**src/rtl/turf_pkg.sv**
```systemverilog
// turf_pkg: shared definitions for the turf RAM game controller.
// Holds the arena size defaults, the cell colour codes, the sequencer
// state encoding and helpers that pack/unpack a {x[7:0], y[6:0]} address.
package turf_pkg;

    localparam int X_MAX_DEFAULT      = 158;
    localparam int Y_MAX_DEFAULT      = 119;
    localparam int ROUND_SECS_DEFAULT = 60;

    localparam logic [2:0] COL_NONE = 3'b000;
    localparam logic [2:0] COL_P1   = 3'b001;
    localparam logic [2:0] COL_P2   = 3'b010;
    localparam logic [2:0] COL_P3   = 3'b100;
    localparam logic [2:0] COL_P4   = 3'b110;

    typedef enum logic [2:0] {
        IDLE,
        CLEAR,
        PLAY,
        PAINT,
        TALLY,
        DRAIN,
        DECIDE,
        RESULT
    } turf_state_t;

    function automatic logic [14:0] pack_addr(input logic [7:0] x, input logic [6:0] y);
        return {x, y};
    endfunction

    function automatic logic [7:0] addr_x(input logic [14:0] a);
        return a[14:7];
    endfunction

    function automatic logic [6:0] addr_y(input logic [14:0] a);
        return a[6:0];
    endfunction

    // Paint slot 0..3 belongs to player 1..4.
    function automatic logic [2:0] slot_colour(input logic [1:0] s);
        logic [2:0] c;
        case (s)
            2'd0:    c = COL_P1;
            2'd1:    c = COL_P2;
            2'd2:    c = COL_P3;
            default: c = COL_P4;
        endcase
        return c;
    endfunction

endpackage

```
**src/rtl/turf_tally.sv**
```systemverilog
// turf_tally: cell-count pipeline and winner decision.
// Ports:
//   clk, rst_n    clock and asynchronous active-low reset
//   clear_counts  zeroes counts, winner and the sample flag (start of a round)
//   sample_req    an address is on the RAM port this cycle; its data arrives next cycle
//   decide        register the winner from the final counts
//   ram_q         RAM read data
//   count1..4     cells owned by each player
//   winner        index of the player with the highest count, lowest index on ties
module turf_tally
    import turf_pkg::*;
(
    input  logic        clk,
    input  logic        rst_n,
    input  logic        clear_counts,
    input  logic        sample_req,
    input  logic        decide,
    input  logic [2:0]  ram_q,
    output logic [14:0] count1,
    output logic [14:0] count2,
    output logic [14:0] count3,
    output logic [14:0] count4,
    output logic [1:0]  winner
);

    logic        sample_valid;
    logic [1:0]  best_idx;
    logic [14:0] best_cnt;

    // RAM data lags the address by one cycle, so the request is delayed one
    // cycle to mark when ram_q holds the cell being tallied.
    always_ff @(posedge clk or negedge rst_n) begin
        if (!rst_n) begin
            sample_valid <= 1'b0;
        end else begin
            sample_valid <= sample_req & ~clear_counts;
        end
    end

    // Counters only move on valid samples; unknown colours are dropped.
    always_ff @(posedge clk or negedge rst_n) begin
        if (!rst_n) begin
            count1 <= '0;
            count2 <= '0;
            count3 <= '0;
            count4 <= '0;
        end else if (clear_counts) begin
            count1 <= '0;
            count2 <= '0;
            count3 <= '0;
            count4 <= '0;
        end else if (sample_valid) begin
            case (ram_q)
                COL_P1:  count1 <= count1 + 15'd1;
                COL_P2:  count2 <= count2 + 15'd1;
                COL_P3:  count3 <= count3 + 15'd1;
                COL_P4:  count4 <= count4 + 15'd1;
                default: ;
            endcase
        end
    end

    // Strict greater-than keeps the earlier (lower-index) player on ties.
    always_comb begin
        best_idx = 2'd0;
        best_cnt = count1;
        if (count2 > best_cnt) begin
            best_idx = 2'd1;
            best_cnt = count2;
        end
        if (count3 > best_cnt) begin
            best_idx = 2'd2;
            best_cnt = count3;
        end
        if (count4 > best_cnt) begin
            best_idx = 2'd3;
        end
    end

    // Winner is captured once per round and held through RESULT.
    always_ff @(posedge clk or negedge rst_n) begin
        if (!rst_n) begin
            winner <= 2'd0;
        end else if (clear_counts) begin
            winner <= 2'd0;
        end else if (decide) begin
            winner <= best_idx;
        end
    end

endmodule

```
**src/rtl/turf_ram_sequencer.sv**
```systemverilog
// turf_ram_sequencer: round controller and sole owner of the turf RAM port.
// A round clears the arena, paints the four players on every move_tick until
// the timer runs out, reads back every cell to count ownership, then publishes
// the counts and the winner.
// Ports:
//   CLOCK_50, resetn             clock, asynchronous active-low reset
//   start                        begin a round from IDLE or RESULT
//   move_tick, sec_tick          paint request, 1 Hz timer pulse
//   p1..p4                       player positions {x, y}
//   ram_q                        RAM read data (one cycle after the address)
//   ram_wren/address/data        registered RAM port
//   running, busy, done          phase flags
//   time_left                    remaining seconds
//   p1_count..p4_count, winner   round results
module turf_ram_sequencer
    import turf_pkg::*;
#(
    parameter int ROUND_SECS = ROUND_SECS_DEFAULT,
    parameter int X_MAX      = X_MAX_DEFAULT,
    parameter int Y_MAX      = Y_MAX_DEFAULT
) (
    input  logic        CLOCK_50,
    input  logic        resetn,
    input  logic        start,
    input  logic        move_tick,
    input  logic        sec_tick,
    input  logic [14:0] p1,
    input  logic [14:0] p2,
    input  logic [14:0] p3,
    input  logic [14:0] p4,
    input  logic [2:0]  ram_q,
    output logic        ram_wren,
    output logic [14:0] ram_address,
    output logic [2:0]  ram_data,
    output logic        running,
    output logic        busy,
    output logic        done,
    output logic [7:0]  time_left,
    output logic [14:0] p1_count,
    output logic [14:0] p2_count,
    output logic [14:0] p3_count,
    output logic [14:0] p4_count,
    output logic [1:0]  winner
);

    localparam logic [7:0] X_LAST    = 8'(X_MAX);
    localparam logic [6:0] Y_LAST    = 7'(Y_MAX);
    localparam logic [7:0] ROUND_LEN = 8'(ROUND_SECS);

    turf_state_t state, state_next;
    logic [7:0]  sweep_x, sweep_x_next, step_x;
    logic [6:0]  sweep_y, sweep_y_next, step_y;
    logic        sweep_last;
    logic [1:0]  slot, slot_next, emit_slot;
    logic [14:0] emit_pos;
    logic        emit_valid;
    logic        pending, pending_next;
    logic [7:0]  time_next;
    logic        wren_next;
    logic [14:0] address_next;
    logic [2:0]  data_next;
    logic        clear_counts;

    // The sweep walks x outer, y inner and never visits y beyond the last row.
    always_comb begin
        sweep_last = (sweep_x == X_LAST) && (sweep_y == Y_LAST);
        step_x     = sweep_x;
        step_y     = sweep_y + 7'd1;
        if (sweep_y == Y_LAST) begin
            step_x = sweep_x + 8'd1;
            step_y = 7'd0;
        end
    end

    // Slot that goes onto the bus at the next edge: slot 0 when a burst
    // starts, otherwise the one after the slot currently shown.
    always_comb begin
        emit_slot = (state == PAINT) ? slot + 2'd1 : 2'd0;
        case (emit_slot)
            2'd0:    emit_pos = p1;
            2'd1:    emit_pos = p2;
            2'd2:    emit_pos = p3;
            default: emit_pos = p4;
        endcase
        emit_valid = (addr_x(emit_pos) <= X_LAST) && (addr_y(emit_pos) <= Y_LAST);
    end

    // Next-state and next RAM-port values. The RAM port is loaded on the same
    // edge as the state change, so the bus always shows the access that
    // belongs to the current state (first write one cycle after the trigger).
    always_comb begin
        state_next   = state;
        sweep_x_next = sweep_x;
        sweep_y_next = sweep_y;
        slot_next    = slot;
        pending_next = pending;
        time_next    = time_left;
        wren_next    = 1'b0;
        address_next = ram_address;
        data_next    = COL_NONE;
        clear_counts = 1'b0;

        if ((state == PLAY || state == PAINT) && sec_tick && time_left != 8'd0) begin
            time_next = time_left - 8'd1;
        end

        case (state)
            IDLE, RESULT: begin
                if (start) begin
                    state_next   = CLEAR;
                    clear_counts = 1'b1;
                    time_next    = ROUND_LEN;
                    pending_next = 1'b0;
                    sweep_x_next = 8'd0;
                    sweep_y_next = 7'd0;
                    wren_next    = 1'b1;
                    address_next = pack_addr(8'd0, 7'd0);
                end
            end
            CLEAR: begin
                if (sweep_last) begin
                    state_next = PLAY;
                end else begin
                    sweep_x_next = step_x;
                    sweep_y_next = step_y;
                    wren_next    = 1'b1;
                    address_next = pack_addr(step_x, step_y);
                end
            end
            PLAY: begin
                // A move always paints before the timer is allowed to end the round.
                if (move_tick || pending) begin
                    state_next   = PAINT;
                    slot_next    = 2'd0;
                    pending_next = 1'b0;
                    wren_next    = emit_valid;
                    address_next = emit_pos;
                    data_next    = slot_colour(emit_slot);
                end else if (time_left == 8'd0) begin
                    state_next   = TALLY;
                    sweep_x_next = 8'd0;
                    sweep_y_next = 7'd0;
                    address_next = pack_addr(8'd0, 7'd0);
                end
            end
            PAINT: begin
                if (move_tick) begin
                    pending_next = 1'b1;
                end
                if (slot == 2'd3) begin
                    state_next = PLAY;
                end else begin
                    slot_next    = emit_slot;
                    wren_next    = emit_valid;
                    address_next = emit_pos;
                    data_next    = slot_colour(emit_slot);
                end
            end
            TALLY: begin
                if (sweep_last) begin
                    state_next = DRAIN;
                end else begin
                    sweep_x_next = step_x;
                    sweep_y_next = step_y;
                    address_next = pack_addr(step_x, step_y);
                end
            end
            DRAIN:   state_next = DECIDE;
            DECIDE:  state_next = RESULT;
            default: state_next = IDLE;
        endcase
    end

    // State and RAM-port registers; reset drops ram_wren immediately.
    always_ff @(posedge CLOCK_50 or negedge resetn) begin
        if (!resetn) begin
            state       <= IDLE;
            sweep_x     <= 8'd0;
            sweep_y     <= 7'd0;
            slot        <= 2'd0;
            pending     <= 1'b0;
            time_left   <= 8'd0;
            ram_wren    <= 1'b0;
            ram_address <= 15'd0;
            ram_data    <= COL_NONE;
        end else begin
            state       <= state_next;
            sweep_x     <= sweep_x_next;
            sweep_y     <= sweep_y_next;
            slot        <= slot_next;
            pending     <= pending_next;
            time_left   <= time_next;
            ram_wren    <= wren_next;
            ram_address <= address_next;
            ram_data    <= data_next;
        end
    end

    assign running = (state == PLAY) || (state == PAINT);
    assign busy    = (state != IDLE) && (state != RESULT);
    assign done    = (state == RESULT);

    turf_tally u_tally (
        .clk          (CLOCK_50),
        .rst_n        (resetn),
        .clear_counts (clear_counts),
        .sample_req   (state == TALLY),
        .decide       (state == DECIDE),
        .ram_q        (ram_q),
        .count1       (p1_count),
        .count2       (p2_count),
        .count3       (p3_count),
        .count4       (p4_count),
        .winner       (winner)
    );

endmodule

```
**config.mk**
```make
export PLATFORM = sky130hd
export DESIGN_NAME = turf_ram_sequencer
export DESIGN_NICKNAME = d
export VERILOG_FILES = /design/src/rtl/turf_pkg.sv /design/src/rtl/turf_tally.sv /design/src/rtl/turf_ram_sequencer.sv
export SDC_FILE = /design/constraint.sdc
export NUM_CORES = 1
export LEC_CHECK = 0
export ABC_CLOCK_PERIOD_IN_PS = 5850
export CAP_MARGIN = 0
export CORE_MARGIN = 2
export CORE_UTILIZATION = 53
export CTS_CLUSTER_DIAMETER = 150
export CTS_CLUSTER_SIZE = 8
export DETAILED_ROUTE_END_ITERATION = 16
export PLACE_DENSITY = 0.83
export SETUP_SLACK_MARGIN = 0.2
export SLEW_MARGIN = 40
export SYNTH_ARGS = -nofsm -noshare
export SYNTH_HDL_FRONTEND = slang
export SYNTH_HIERARCHICAL = 1
export SYNTH_SLANG_ARGS = --single-unit
```
**constraint.sdc**
```tcl
create_clock -name CLOCK_50 -period 5.85 [get_ports CLOCK_50]
set_input_delay 1.755 -clock CLOCK_50 [delete_from_list [all_inputs] [get_ports CLOCK_50]]
set_output_delay 1.755 -clock CLOCK_50 [all_outputs]
set_load 0.005 [all_outputs]
```
==> results.cfg, run 1 <==
; physical design summary
[cells_and_area]
drive_above_1_share = 0.0785
logic_gates = 645
comb_area_sq_um = 4610
syn2layout_area_growth_pct = 25.4
lay_top_count = clkdlybuf4s50_1
flop_area_sq_um = 2780
seq-cell-share = 0.286

[floorplanning]
die_area_sq_um = 15600
row_count = 44
dieHeight_um = 125

[route]
routedWlPerCell_um = 17.5
drt_iter0_drc = 492
highest_layer = met4
met2_length_mm = 10.2
routed_wl_mm = 20.4
routed_via_density = 5.87

[global_route]
met2_usage = 0.463
use_met1 = 0.325
overflow = 0

[yosys]
ys_area_sq_um = 7760
topCellsByArea = dfrtp_1 36%, ha_1 8.9%, nor2_1 4.7%
synthesis.nets = 961
synthCells = 838
yosys_cells = 838
ys.warnings.count = 6
edf_count = 0
top_cells_by_count = 111 x dfrtp_1, 98 x nor2_1, 55 x a21oi_1, 55 x ha_1, 49 x nand2_1
top_area_frac = 0.358
avgSynthCellArea_sq_um = 9.26
ys_seq_frac = 0.358
compound_area_frac = 0.169
ys_ff = 111
fa_ha_area_frac = 0.0887

[placed_design]
globalplace.congestion = 0.925
post-place-ws_ns = 0.327

[power_and_ir_drop]
switching_power_uw = 1390
ir_drop_v = 0.000219
swShare = 0.410
power.group.top = combinational cells

[sta]
period_minus_slack_ns = 5.31
finalHoldViolCount = 0
fmax_mhz = 188
setup_viol = 0
rsz0062_at_grt = false
maxSlewViolCount = 0

[clock_network]
cts_tree = built
cts_hold_buf = 0
numCtsBuffers = 9
clkSinkCount = 111

[status]
status = finished, final reports clean

[worst_setup_path]
cp-start-kind = register
timing.rr.start = u_tally/count1[9]
critPathLaunch = u_tally/count1[9]
ff2ff_setup_slack_ns = 0.54
crit_path_end_kind = register
path_common_cell = ha_1
cp.depth = 22

[hold_path]
hp-start = ram_address[2]
whs_endpoint = ram_address[2]
Run 1, I/O nets highlighted:
(3 px per um)
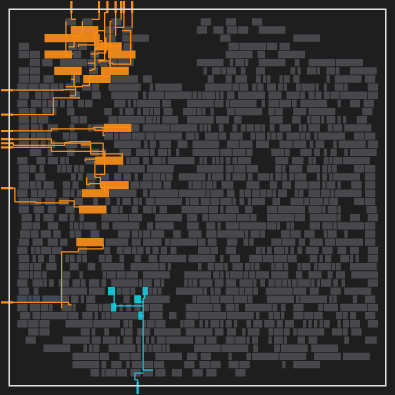
Key: move_tick = cyan [bits 1, direction input, end cells 5, buffers 1, wire 57.6 um]; ram_address = orange [bits 15, direction output, end cells 15, buffers 15, wire 572 um]
Ports: 160
number of buffers added on ports: 159

Run 1, cell area per tile:
(3 px per um) The die is cut into 12 by 12 equal tiles; dark blue is low, red is high, 0 to 100% covered.
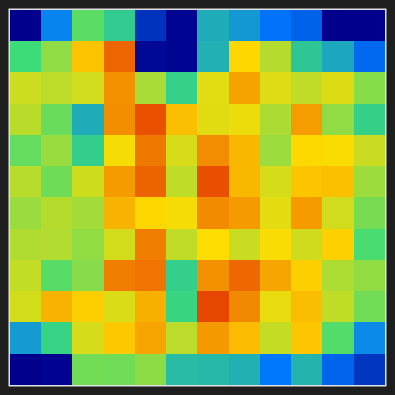
The fullest tile reaches 92%. The densest ninth of the die: middle. 5.6% of the tiles are nearly empty. The mean over all tiles is 61%.
fin util: 0.674
fp_density: 0.538
total core area: 14,400 sq um

Run 1, signal wires on met1:
(4 px per um) Supply wires on this layer in gray. Cells faint in the background.
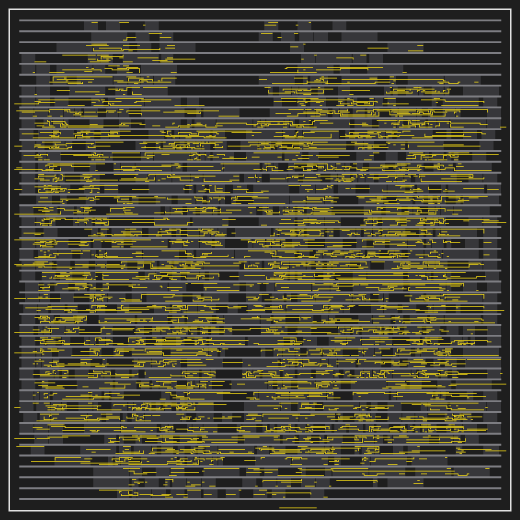
The layer holds 42% of the routed length. 990 nets have wire on it. The wires run mostly horizontal. The longest straight run is 52.0 um. The layer carries 8,560 um of wire.

--- run 2 (diff from run 1) ---
--- a/config.mk
+++ b/config.mk
@@ -5,13 +5,14 @@
 export SDC_FILE = /design/constraint.sdc
 export NUM_CORES = 1
 export LEC_CHECK = 0
-export ABC_CLOCK_PERIOD_IN_PS = 5850
+export ABC_CLOCK_PERIOD_IN_PS = 5000
 export CAP_MARGIN = 0
 export CORE_MARGIN = 2
 export CORE_UTILIZATION = 53
 export CTS_CLUSTER_DIAMETER = 150
 export CTS_CLUSTER_SIZE = 8
 export DETAILED_ROUTE_END_ITERATION = 16
+export GPL_ROUTABILITY_DRIVEN = 0
 export PLACE_DENSITY = 0.83
 export SETUP_SLACK_MARGIN = 0.2
 export SLEW_MARGIN = 40
==> constraint.sdc (replaced) <==
create_clock -name CLOCK_50 -period 5 [get_ports CLOCK_50]
set_input_delay 1.5 -clock CLOCK_50 [delete_from_list [all_inputs] [get_ports CLOCK_50]]
set_output_delay 1.5 -clock CLOCK_50 [all_outputs]
set_load 0.005 [all_outputs]
Run 2, signal wires on met1:
(4 px per um) Supply wires on this layer in gray. Cells faint in the background.
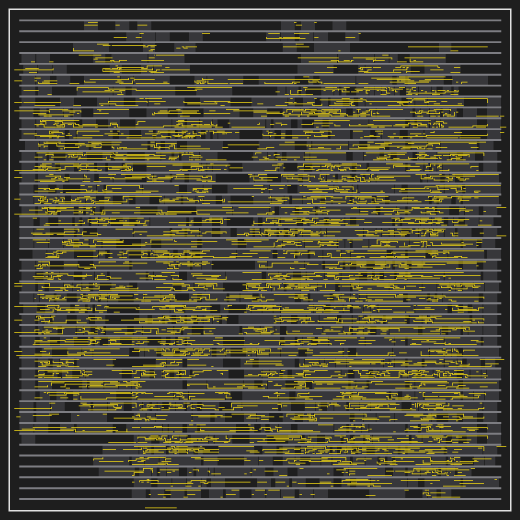
The layer holds 38% of the routed length. The layer carries 9,180 um of wire. The longest straight run is 50.1 um. 1,031 nets have wire on it.
M1 GR Usage: 0.340
final wirelength: 24.4 mm
via count: 7,513

Run 2, cell outlines without signal wires:
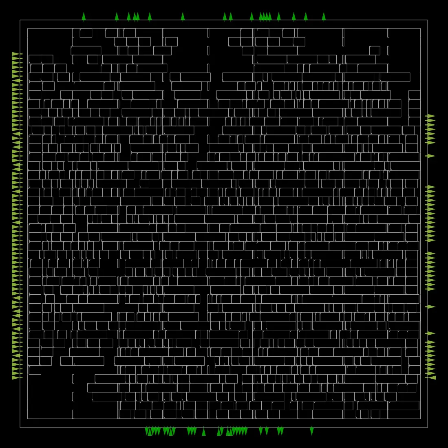
Filler cells: 1,002
Post-Layout Cell Count: 1,216
fraction of area in registers: 0.260
flip-flops: 111

Run 2, I/O nets highlighted:
(3 px per um)
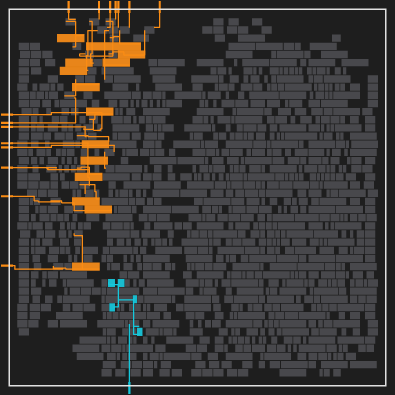
Key: ram_address = orange [bits 15, direction output, end cells 15, buffers 15, wire 551 um]; move_tick = cyan [bits 1, direction input, end cells 5, buffers 1, wire 54.3 um]

==> run 2 against run 1 <==
- the flow now finishes with violations (setup timing)
- worst setup slack got worse by 0.75 ns
- register-to-register slack lost 0.75 ns
- cell count is 4.4% higher
- sequential share of layout area down 2.5 points
- sequential cell count unchanged
- final area increased by 9.7%
- maximum frequency up 1.9%
==> results.cfg, run 2 <==
; physical design summary
[status]
status = complete, but fails checks
violations = setup timing

[worst_setup_path]
critPathLaunch = u_tally/count1[6]
ff2ff_setup_slack_ns = -0.21

[sta]
fmax_mhz = 192
post-route-worst-setup-slack_ns = -0.210
period_minus_slack_ns = 5.21
setup_viol = 2

[clock_network]
cts_tree = built
cts_hold_buf = 0

[yosys]
yosys_cells = 838
ys_ff = 111
compound_area_frac = 0.169
ys_seq_frac = 0.358
fa_ha_area_frac = 0.0887
ys.warnings.count = 6
synthesis.nets = 961
avgSynthCellArea_sq_um = 9.26
top_cells_by_count = 111 x dfrtp_1, 98 x nor2_1, 55 x a21oi_1, 55 x ha_1, 49 x nand2_1
ys_area_sq_um = 7760

[route]
drt_iter0_drc = 634
met2_length_mm = 12.4
routedWlPerCell_um = 20.1
highest_layer = met4

[power_and_ir_drop]
swShare = 0.399
ir_drop_v = 0.000288

[cells_and_area]
logic_gates = 645
lay_top_count = clkdlybuf4s50_1
comb_area_sq_um = 5080
utilization = 0.740
flop_area_sq_um = 2780
drive_above_1_share = 0.180

[hold_path]
hp-start = ram_address[9]

[floorplanning]
core_area_sq_um = 14400
ioPinCount = 160
die_area_sq_um = 15600
dieHeight_um = 125
initCoreUtil = 0.538
row_count = 44

[global_route]
met2_usage = 0.501
--- run 3 (diff from run 2) ---
--- a/config.mk
+++ b/config.mk
@@ -14,7 +14,6 @@
 export DETAILED_ROUTE_END_ITERATION = 16
 export GPL_ROUTABILITY_DRIVEN = 0
 export PLACE_DENSITY = 0.83
-export SETUP_SLACK_MARGIN = 0.2
 export SLEW_MARGIN = 40
 export SYNTH_ARGS = -nofsm -noshare
 export SYNTH_HDL_FRONTEND = slang
Run 3, cell outlines without signal wires:
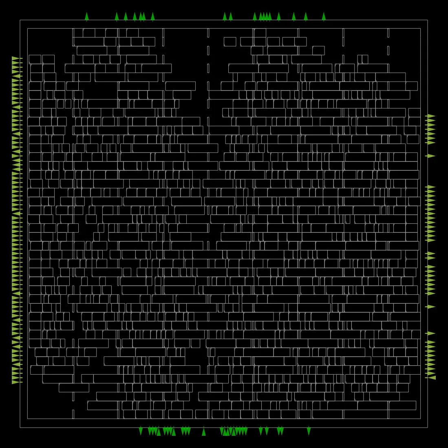
fraction of area in registers: 0.266
Post-Layout Cell Count: 1,207
Filler cells: 1,030
fin util: 0.726
Row Count: 44

Run 3, sizing map:
(3 px per um)
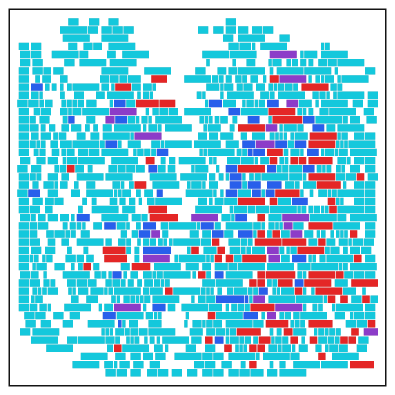
Key: drive 2 = blue [cells 53, share 5.2%]; drive 3 to 4 = red [cells 87, share 8.5%]; drive 1 or less = cyan [cells 862, share 84%]; drive 6 and up = purple [cells 21, share 2.1%]
final instance area: 10,500 sq um
bufs w/o clock: 207
P&R area growth vs syn: 34.9%
fin worst setup slack: -0.287 ns

Run 3, I/O nets highlighted:
(3 px per um)
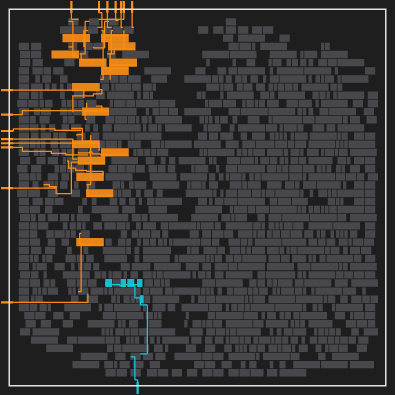
Key: ram_address = orange [bits 15, direction output, end cells 15, buffers 15, wire 581 um]; move_tick = cyan [bits 1, direction input, end cells 5, buffers 1, wire 54.3 um]

==> run 3 against run 2 <==
- power is 2.8% lower
- clock power is 17% lower
- critical path depth stayed put
- largest power group unchanged
- sequential cell count stayed put
- highest routed layer unchanged
- largest cell class unchanged
- the flow still finishes with violations (setup timing)
- worst setup slack worse by 0.077 ns
- first-iteration DRC count is 0.79% higher
==> results.cfg, run 3 <==
; physical design summary
[power_and_ir_drop]
seqPwrFrac = 0.284
clock_net_power_uw = 727
ir_drop_v = 0.000263
pg_comb_uw = 2420
clock_power_share = 0.165
swShare = 0.419
powerSeq_uw = 1250
power_uw = 4390

[cells_and_area]
lay_top_count = clkdlybuf4s50_1
drive_above_1_share = 0.157
logic_gates = 645
comb_area_sq_um = 5020
seq_cell_count = 111
clock_area_frac = 0.0275
layout.non_clock_inverters = 44
flop_area_sq_um = 2780

[clock_network]
cts_tree = built
cts_max_path_buffers = 2
numCtsBuffers = 9
cts_hold_buf = 0
cts.htree.levels = 3
clock.latency.late_pin_ns = 0.36

[worst_setup_path]
critPathRequiredTime_ns = 5.28
cp.depth = 24
path_delay_family = AND-OR/OR-AND gates
crit_path_end_kind = register
r2r-end = u_tally/winner[1]
critPathLaunch = u_tally/count1[12]
crit_path_max_incr_delay_ns = 0.37
cpMaxStageDelayCell = dfrtp_1
worstPathArrival_ns = 5.56
ff2ff_setup_slack_ns = -0.29

[sta]
post-route-worst-setup-slack_ns = -0.287
worst_pin_slew_ns = 0.814
setup_viol = 2
maxSlewViolCount = 0
fmax_mhz = 189
period_minus_slack_ns = 5.29

[global_route]
grt_pass1_wl_mm = 34.5
track_usage = 0.269
grt_max_degree = 84
grt_pass1_vias = 6968
use_met1 = 0.323
met2_usage = 0.469

[floorplanning]
die_area_sq_um = 15600
initCoreUtil = 0.538
ioPinCount = 160
core_area_sq_um = 14400
dieHeight_um = 125

[route]
wl_met3_mm = 1.77
highest_layer = met4
vias = 7523
routedWlPerCell_um = 19.8
met2_length_mm = 11.9
drt_iter0_drc = 639
postRouteAntennaNets = 0
routed_wl_mm = 23.9

[yosys]
topCellsByArea = dfrtp_1 36%, ha_1 8.9%, nor2_1 4.7%
edf_count = 0
ys.warnings.count = 6
top_area_frac = 0.358
fa_ha_area_frac = 0.0887
ys_ff = 111
compound_area_frac = 0.169
avgSynthCellArea_sq_um = 9.26
ys_seq_frac = 0.358
yosys_cells = 838
top_cells_by_count = 111 x dfrtp_1, 98 x nor2_1, 55 x a21oi_1, 55 x ha_1, 49 x nand2_1
ys_area_sq_um = 7760
netlist_logic_family_top = simple AND/OR/NAND/NOR gates
most_common_cell = dfrtp_1
synthesis.nets = 961

[status]
violations = setup timing
status = complete, but fails checks

[placed_design]
placed_cell_area_sq_um = 9640

[hold_path]
hp-start = ram_address[8]
No activity file was given, so power comes from the tool's default toggle rates.
